==> config.mk <==
export PLATFORM = sky130hd
export DESIGN_NAME = qpu_evt_time_sched_flat
export DESIGN_NICKNAME = d
export VERILOG_FILES = /design/src/rtl/qpu_evt_time_sched_pkg.sv /design/src/rtl/qpu_evt_time_sched_if.sv /design/src/rtl/qpu_evt_time_sched_fifo.sv /design/src/rtl/qpu_evt_time_sched.sv /design/src/flat_wrapper.sv
export SDC_FILE = /design/constraint.sdc
export NUM_CORES = 1
export LEC_CHECK = 0
export CORE_ASPECT_RATIO = 0.8
export CORE_MARGIN = 1.5
export CORE_UTILIZATION = 60
export DETAILED_ROUTE_END_ITERATION = 10
export PLACE_DENSITY = 0.84
export RECOVER_POWER = 50
export SYNTH_ARGS = -nofsm -noshare
export SYNTH_HDL_FRONTEND = slang
export SYNTH_SLANG_ARGS = --single-unit
==> constraint.sdc <==
create_clock -name clk -period 12.7 [get_ports clk]
set_input_delay 1.27 -clock clk [delete_from_list [all_inputs] [get_ports clk]]
set_output_delay 1.27 -clock clk [all_outputs]
set_load 0.01 [all_outputs]
==> src/rtl/qpu_evt_time_sched_pkg.sv <==
// Shared widths and types for the timed event scheduler.
// The width defaults mirror QPU_TIME_WIDTH, QPU_EVENT_WIRE_WIDTH, QPU_EVENT_NUM and QPU_EVT_Q_DEPTH.
package qpu_evt_time_sched_pkg;

    localparam int unsigned QPU_TIME_WIDTH       = 32;
    localparam int unsigned QPU_EVENT_WIRE_WIDTH = 48;
    localparam int unsigned QPU_EVENT_NUM        = 8;
    localparam int unsigned QPU_EVT_Q_DEPTH      = 4;

    // Outcome of the head-of-queue timestamp compare in a given cycle.
    typedef enum logic [1:0] {
        FIRE_NONE    = 2'd0,
        FIRE_ON_TIME = 2'd1,
        FIRE_LATE    = 2'd2
    } fire_e;

endpackage

==> src/rtl/qpu_evt_time_sched_if.sv <==
// Writeback inputs (timing point, event) and the fired-event outputs of the scheduler.
interface qpu_evt_time_sched_if
    import qpu_evt_time_sched_pkg::*;
#(
    parameter int unsigned TIME_W  = QPU_TIME_WIDTH,
    parameter int unsigned EDATA_W = QPU_EVENT_WIRE_WIDTH,
    parameter int unsigned EOPR_W  = QPU_EVENT_NUM
) ();

    logic               twbck_i_valid;
    logic               twbck_i_ready;
    logic [TIME_W-1:0]  twbck_i_data;

    logic               ewbck_i_valid;
    logic               ewbck_i_ready;
    logic [EDATA_W-1:0] ewbck_i_data;
    logic [EOPR_W-1:0]  ewbck_i_oprand;

    logic               evt_o_valid;
    logic [TIME_W-1:0]  evt_o_time;
    logic [EDATA_W-1:0] evt_o_data;
    logic [EOPR_W-1:0]  evt_o_oprand;

    modport master (
        output twbck_i_valid, twbck_i_data,
        output ewbck_i_valid, ewbck_i_data, ewbck_i_oprand,
        input  twbck_i_ready, ewbck_i_ready,
        input  evt_o_valid, evt_o_time, evt_o_data, evt_o_oprand
    );

    modport slave (
        input  twbck_i_valid, twbck_i_data,
        input  ewbck_i_valid, ewbck_i_data, ewbck_i_oprand,
        output twbck_i_ready, ewbck_i_ready,
        output evt_o_valid, evt_o_time, evt_o_data, evt_o_oprand
    );

endinterface

==> src/rtl/qpu_evt_time_sched_fifo.sv <==
// Event queue storage: circular buffer with wrap-bit pointers, combinational head read.
module qpu_evt_fifo #(
    parameter int unsigned WIDTH = 8,
    parameter int unsigned DEPTH = 4
) (
    input  logic             clk,
    input  logic             rst_n,
    input  logic             clr_i,
    input  logic             push_i,
    input  logic             pop_i,
    input  logic [WIDTH-1:0] wdata_i,
    output logic [WIDTH-1:0] rdata_o,
    output logic             full_o,
    output logic             empty_o
);

    localparam int unsigned AW = $clog2(DEPTH);
    localparam int unsigned PW = AW + 1;

    logic [PW-1:0]    wr_ptr_q, wr_ptr_d;
    logic [PW-1:0]    rd_ptr_q, rd_ptr_d;
    logic [WIDTH-1:0] mem_q [DEPTH];
    logic             do_push, do_pop;

    // Pointers differing only in the wrap bit means every slot is occupied.
    assign full_o  = (wr_ptr_q[AW] != rd_ptr_q[AW]) && (wr_ptr_q[AW-1:0] == rd_ptr_q[AW-1:0]);
    assign empty_o = (wr_ptr_q == rd_ptr_q);
    assign rdata_o = mem_q[rd_ptr_q[AW-1:0]];

    assign do_push = push_i & ~full_o;
    assign do_pop  = pop_i & ~empty_o;

    always_comb begin
        wr_ptr_d = wr_ptr_q;
        rd_ptr_d = rd_ptr_q;
        if (clr_i) begin
            wr_ptr_d = '0;
            rd_ptr_d = '0;
        end else begin
            if (do_push) wr_ptr_d = wr_ptr_q + PW'(1);
            if (do_pop)  rd_ptr_d = rd_ptr_q + PW'(1);
        end
    end

    always_ff @(posedge clk or negedge rst_n) begin
        if (!rst_n) begin
            wr_ptr_q <= '0;
            rd_ptr_q <= '0;
        end else begin
            wr_ptr_q <= wr_ptr_d;
            rd_ptr_q <= rd_ptr_d;
        end
    end

    always_ff @(posedge clk) begin
        if (do_push && !clr_i) mem_q[wr_ptr_q[AW-1:0]] <= wdata_i;
    end

endmodule

==> src/rtl/qpu_evt_time_sched.sv <==
// Timed event scheduler: owns the system timer, tags queued events with absolute
// timestamps and releases each one in the cycle the timer reaches its time.
module qpu_evt_time_sched
    import qpu_evt_time_sched_pkg::*;
#(
    parameter int unsigned TIME_W  = QPU_TIME_WIDTH,
    parameter int unsigned EDATA_W = QPU_EVENT_WIRE_WIDTH,
    parameter int unsigned EOPR_W  = QPU_EVENT_NUM,
    parameter int unsigned DEPTH   = QPU_EVT_Q_DEPTH
) (
    input  logic              clk,
    input  logic              rst_n,
    input  logic              sync_clr,
    input  logic              tmr_en,
    qpu_evt_time_sched_if.slave bus,
    output logic [TIME_W-1:0] sys_time,
    output logic              q_empty,
    output logic              q_full,
    output logic              late_err
);

    localparam int unsigned EW = TIME_W + EDATA_W + EOPR_W;

    logic [TIME_W-1:0]  sys_time_q, sys_time_d;
    logic [TIME_W-1:0]  time_q, time_d;
    logic [TIME_W-1:0]  tag_time, head_time, delta;
    logic [EDATA_W-1:0] head_data;
    logic [EOPR_W-1:0]  head_opr;
    logic [EW-1:0]      push_entry, head_entry;
    logic               push, pop, fifo_full, fifo_empty;
    fire_e              fire;

    logic               evt_valid_q;
    logic [TIME_W-1:0]  evt_time_q;
    logic [EDATA_W-1:0] evt_data_q;
    logic [EOPR_W-1:0]  evt_opr_q;
    logic               late_q;

    always_comb begin
        sys_time_d = sys_time_q;
        if (sync_clr)    sys_time_d = '0;
        else if (tmr_en) sys_time_d = sys_time_q + TIME_W'(1);
    end

    always_comb begin
        time_d = time_q;
        if (sync_clr)               time_d = '0;
        else if (bus.twbck_i_valid) time_d = bus.twbck_i_data;
    end

    // A timing point written alongside an event tags that event directly.
    assign tag_time   = bus.twbck_i_valid ? bus.twbck_i_data : time_q;
    assign push_entry = {tag_time, bus.ewbck_i_data, bus.ewbck_i_oprand};
    assign push       = bus.ewbck_i_valid & ~fifo_full & ~sync_clr;

    qpu_evt_fifo #(
        .WIDTH (EW),
        .DEPTH (DEPTH)
    ) u_fifo (
        .clk     (clk),
        .rst_n   (rst_n),
        .clr_i   (sync_clr),
        .push_i  (push),
        .pop_i   (pop),
        .wdata_i (push_entry),
        .rdata_o (head_entry),
        .full_o  (fifo_full),
        .empty_o (fifo_empty)
    );

    assign {head_time, head_data, head_opr} = head_entry;

    // Compare against next cycle's timer so the registered output lands on the timestamp;
    // a negative modular distance means the time has already passed.
    assign delta = head_time - sys_time_d;

    always_comb begin
        fire = FIRE_NONE;
        if (!fifo_empty && !sync_clr) begin
            if (delta == '0)            fire = FIRE_ON_TIME;
            else if (delta[TIME_W-1])   fire = FIRE_LATE;
        end
    end

    assign pop = (fire != FIRE_NONE);

    always_ff @(posedge clk or negedge rst_n) begin
        if (!rst_n) begin
            sys_time_q  <= '0;
            time_q      <= '0;
            evt_valid_q <= 1'b0;
            evt_time_q  <= '0;
            evt_data_q  <= '0;
            evt_opr_q   <= '0;
            late_q      <= 1'b0;
        end else begin
            sys_time_q  <= sys_time_d;
            time_q      <= time_d;
            evt_valid_q <= pop;
            evt_time_q  <= pop ? head_time : '0;
            evt_data_q  <= pop ? head_data : '0;
            evt_opr_q   <= pop ? head_opr  : '0;
            late_q      <= sync_clr ? 1'b0 : (late_q | (fire == FIRE_LATE));
        end
    end

    assign bus.twbck_i_ready = 1'b1;
    assign bus.ewbck_i_ready = ~fifo_full;
    assign bus.evt_o_valid   = evt_valid_q;
    assign bus.evt_o_time    = evt_time_q;
    assign bus.evt_o_data    = evt_data_q;
    assign bus.evt_o_oprand  = evt_opr_q;

    assign sys_time = sys_time_q;
    assign q_empty  = fifo_empty;
    assign q_full   = fifo_full;
    assign late_err = late_q;

endmodule

==> src/flat_wrapper.sv <==
// flat-port wrapper written by rule: the top's interface ports become plain ports
module qpu_evt_time_sched_flat import qpu_evt_time_sched_pkg::*;
#(
    parameter int unsigned TIME_W  = QPU_TIME_WIDTH,
    parameter int unsigned EDATA_W = QPU_EVENT_WIRE_WIDTH,
    parameter int unsigned EOPR_W  = QPU_EVENT_NUM,
    parameter int unsigned DEPTH   = QPU_EVT_Q_DEPTH
)
  (clk, rst_n, sync_clr, tmr_en, sys_time, q_empty, q_full, late_err, bus_twbck_i_valid, bus_twbck_i_data, bus_ewbck_i_valid, bus_ewbck_i_data, bus_ewbck_i_oprand, bus_twbck_i_ready, bus_ewbck_i_ready, bus_evt_o_valid, bus_evt_o_time, bus_evt_o_data, bus_evt_o_oprand);
  qpu_evt_time_sched_if #(.TIME_W(TIME_W), .EDATA_W(EDATA_W), .EOPR_W(EOPR_W)) bus_i ();
  input  logic clk;
  input  logic rst_n;
  input  logic sync_clr;
  input  logic tmr_en;
  output logic [TIME_W-1:0] sys_time;
  output logic q_empty;
  output logic q_full;
  output logic late_err;
  input wire logic [$bits(bus_i.twbck_i_valid)-1:0] bus_twbck_i_valid;
  input wire logic [$bits(bus_i.twbck_i_data)-1:0] bus_twbck_i_data;
  input wire logic [$bits(bus_i.ewbck_i_valid)-1:0] bus_ewbck_i_valid;
  input wire logic [$bits(bus_i.ewbck_i_data)-1:0] bus_ewbck_i_data;
  input wire logic [$bits(bus_i.ewbck_i_oprand)-1:0] bus_ewbck_i_oprand;
  output wire logic [$bits(bus_i.twbck_i_ready)-1:0] bus_twbck_i_ready;
  output wire logic [$bits(bus_i.ewbck_i_ready)-1:0] bus_ewbck_i_ready;
  output wire logic [$bits(bus_i.evt_o_valid)-1:0] bus_evt_o_valid;
  output wire logic [$bits(bus_i.evt_o_time)-1:0] bus_evt_o_time;
  output wire logic [$bits(bus_i.evt_o_data)-1:0] bus_evt_o_data;
  output wire logic [$bits(bus_i.evt_o_oprand)-1:0] bus_evt_o_oprand;
  assign bus_i.twbck_i_valid = bus_twbck_i_valid;
  assign bus_i.twbck_i_data = bus_twbck_i_data;
  assign bus_i.ewbck_i_valid = bus_ewbck_i_valid;
  assign bus_i.ewbck_i_data = bus_ewbck_i_data;
  assign bus_i.ewbck_i_oprand = bus_ewbck_i_oprand;
  assign bus_twbck_i_ready = bus_i.twbck_i_ready;
  assign bus_ewbck_i_ready = bus_i.ewbck_i_ready;
  assign bus_evt_o_valid = bus_i.evt_o_valid;
  assign bus_evt_o_time = bus_i.evt_o_time;
  assign bus_evt_o_data = bus_i.evt_o_data;
  assign bus_evt_o_oprand = bus_i.evt_o_oprand;
  qpu_evt_time_sched #(.TIME_W(TIME_W), .EDATA_W(EDATA_W), .EOPR_W(EOPR_W), .DEPTH(DEPTH)) u_core (.clk(clk), .rst_n(rst_n), .sync_clr(sync_clr), .tmr_en(tmr_en), .bus(bus_i), .sys_time(sys_time), .q_empty(q_empty), .q_full(q_full), .late_err(late_err));
endmodule
==> flow_summary.json <==
{
  "final-max-slew-violation-count": 240,
  "regToRegEndpoint": "u_core.u_fifo.rd_ptr_q[1]$_DFFE_PN0P_",
  "antenna_found_initial": 8,
  "yosysWarnings": 0,
  "endpoint": "u_core.u_fifo.rd_ptr_q[1]$_DFFE_PN0P_",
  "ys_area_um2": 21200,
  "grt_max_degree": 74,
  "cts_root_buf": "clkbuf_16",
  "dpl_cell_area_um2": 23900,
  "maxCapViolCount": 5,
  "clk_path_buf_depth": 3,
  "max_freq_ghz": 0.134,
  "synth_stat.cells": 1328,
  "hold_buffers": 0,
  "fill_cells": 2185,
  "violations": "max-capacitance violations, max-slew violations",
  "seq_area_um2": 14600,
  "hpwl_um": 32600,
  "maxSlewHeadroom_pct": -136,
  "netlist_area_um2": 21200,
  "htreeDepth": 2,
  "yosys.area.top_type_share_pct": 49.8,
  "synth-edff-count": 352,
  "seq_area_frac_synth_pct": 68.7,
  "overflow": 0,
  "die_x_um": 213,
  "drc_errors": 0,
  "timing.rr.start": "u_core.u_fifo.rd_ptr_q[0]$_DFFE_PN0P_",
  "drive_gt1_share_pct": 13.3,
  "final_nets": 1679,
  "warning_count": 29,
  "post_cts_resized": 0,
  "ys_types": 64,
  "viasPerCell": 6.03,
  "first_pass_iters": 5,
  "synth.most_common_cell": "edfxtp_1",
  "ys.flops": 512,
  "finalSetupTns_ps": 0,
  "wirelength_um": 51600,
  "drt_iter0_drc": 1021,
  "clk_pin_slew_ps": 60,
  "crit_type": "in -> reg",
  "final_core_util_pct": 72.9,
  "floorplan.nets": 1459,
  "arrival_ps": 7890,
  "outcome": "complete, but fails checks",
  "fp_util_pct": 61.0,
  "whs_path_depth": 1,
  "clock-sinks": 512,
  "vias": 12435,
  "logic_area_um2": 6260,
  "largest_area_cell": "edfxtp_1",
  "rsz0062_at_grt": "false",
  "fin_crit_sh_pct": 58.7,
  "grt_pass1_vias": 12939,
  "ios": 220,
  "flop_cell": "edfxtp_1",
  "numPlacedInstances": 1971,
  "die_area_um2": 36500,
  "wl_per_cell_um": 25.0,
  "postSynthAreaPerCell_um2": 16.0,
  "path_max_fanout": 73,
  "num_rows": 61,
  "setup_violations": 0,
  "area_leaders": "edfxtp_1 50%, dfrtp_1 19%, mux4_2 9.3%"
}
==> stage by stage <==
step                power [mW]  worst slack [ps]
floorplan                 2.53              6510
global placement          2.88              4900
detailed placement        2.89              4730
CTS                       4.29              5310
global route              4.42              4850
finish                    4.26              5250
==> where the power goes <==
group	switching [mW]	internal [mW]
Sequential	0.0701	1.89
Combinational	0.493	0.414
Clock	0.622	0.775
Total	1.18	3.08
==> sequential cells by signal, summed over array words and instances, names as in the netlist <==
register and cells:
u_core.bus.evt_o_valid 1, u_core.u_fifo.wr_ptr_q 3, u_core.u_fifo.mem_q 352, u_core.bus.evt_o_time 32, u_core.bus.evt_o_oprand 8, u_core.u_fifo.rd_ptr_q 3
u_core.sys_time 32, u_core.late_err 1, u_core.time_q 32, u_core.bus.evt_o_data 48
==> cell usage in the layout, fill, tap and decap left out, types with 8 or more instances in the layout <==
cell,n
edfxtp_1,352
dfrtp_1,158
clkdlybuf4s50_1,141
nor2b_1,91
mux4_2,88
dlygate4sd3_1,76
nor2_1,49
clkbuf_16,48
nand2_1,45
a21oi_1,41
inv_1,40
ha_1,37
or2_2,34
o21ai_0,33
mux2_1,33
nand4_1,27
xor2_1,26
and2_0,26
nand3_1,21
clkbuf_1,20
xnor2_1,16
nor3_1,13
a21o_1,12
o21a_1,11
and2_1,10
or3_1,10
mux2i_1,8
clkinv_2,8
==> worst max-delay path: stages <==
cell and delay, ps:
clkdlybuf4s50_1 600, nand4_1 180, nor2_1 190, and3_1 220
and2_1 220, nand3_1 210, nor2_1 280, and3_1 260
xnor2_1 70, or2_2 290, ha_1 460, nand4_1 170
or2_1 300, or4_1 550, o32ai_1 240, o221ai_1 170
a311o_1 290, or4b_1 490, nor4_2 310, nor2_4 190
buf_4 420, mux2_1 460
==> cells by family (layout without fill, tap and decap cells) <==
family                     Yosys count  count (layout)  synth area share [%]
and+or+nand+nor                    364             364                  9.63
DFF                                512             512                  68.7
adders and majority gates           37              37                  2.18
buffers and inverters               99             358                  1.89
AOI/OAI and AO/OA                  143             143                  4.33
xor gates and xnor gates            42              42                  1.73
other                                1               4                0.0177
muxes                              130             130                  11.5
==> per-layer routing <==
layer	GRT usage [%]	vias up	wire [um]
met5	0	-	54
met1	40.8	6405	21400
met2	47.7	485	25400
li1	-	5461	-
met3	6.26	76	3740
met4	7.44	8	1050
==> area by class of cell <==
class / instances / share of cell area [%]
sequential: 512 / 57.5
antenna: 3 / 0.0296
timing repair buffer: 230 / 8.86
clock inverter: 21 / 0.794
tap: 472 / 2.33
clock buffer: 67 / 5.22
multi-input combinational: 717 / 24.7
inverter: 40 / 0.592
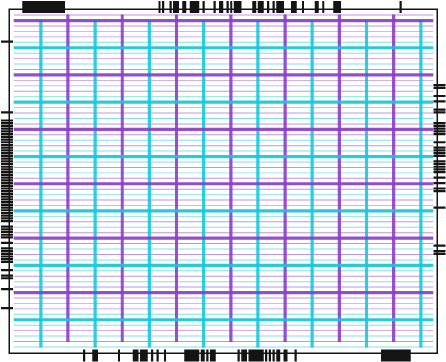
Figure 1: supply network.
Drawn at 2 px/um. Pins as bars on the die edge.
legend:
  cyan:
    net: VSS
  purple:
    net: VDD
met4 straps: 15
met5 straps: 12
met1 rails: 62
signal pins: 220
peak supply drop: 144 uV
core area: 34,800 um^2
die height: 171 um

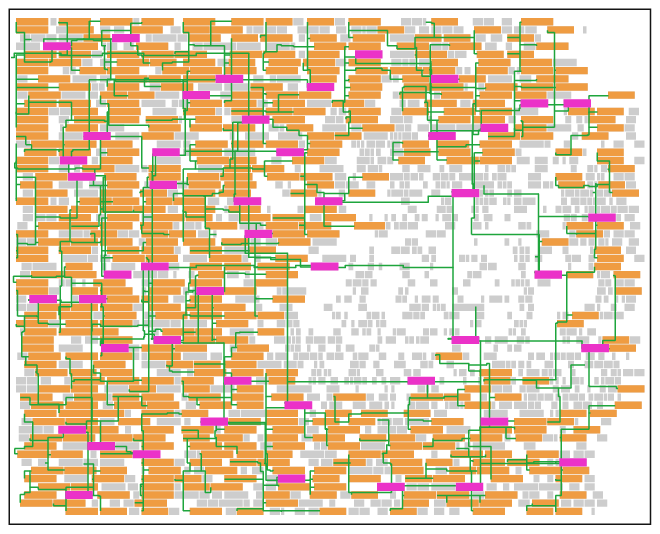
Figure 2: clock wires, drivers and flops.
Drawn at 3 px/um.
legend:
  magenta:
    item: clock-net drivers
    count: 47
  green:
    item: clock wires
    length: 5,650 um
  orange:
    item: flip-flops
    count: 512
routed clock nets: 48
Insertion Delay late pin: 580 ps
Final Skew: 21.2 ps

Power and IR drop assume default switching activity.
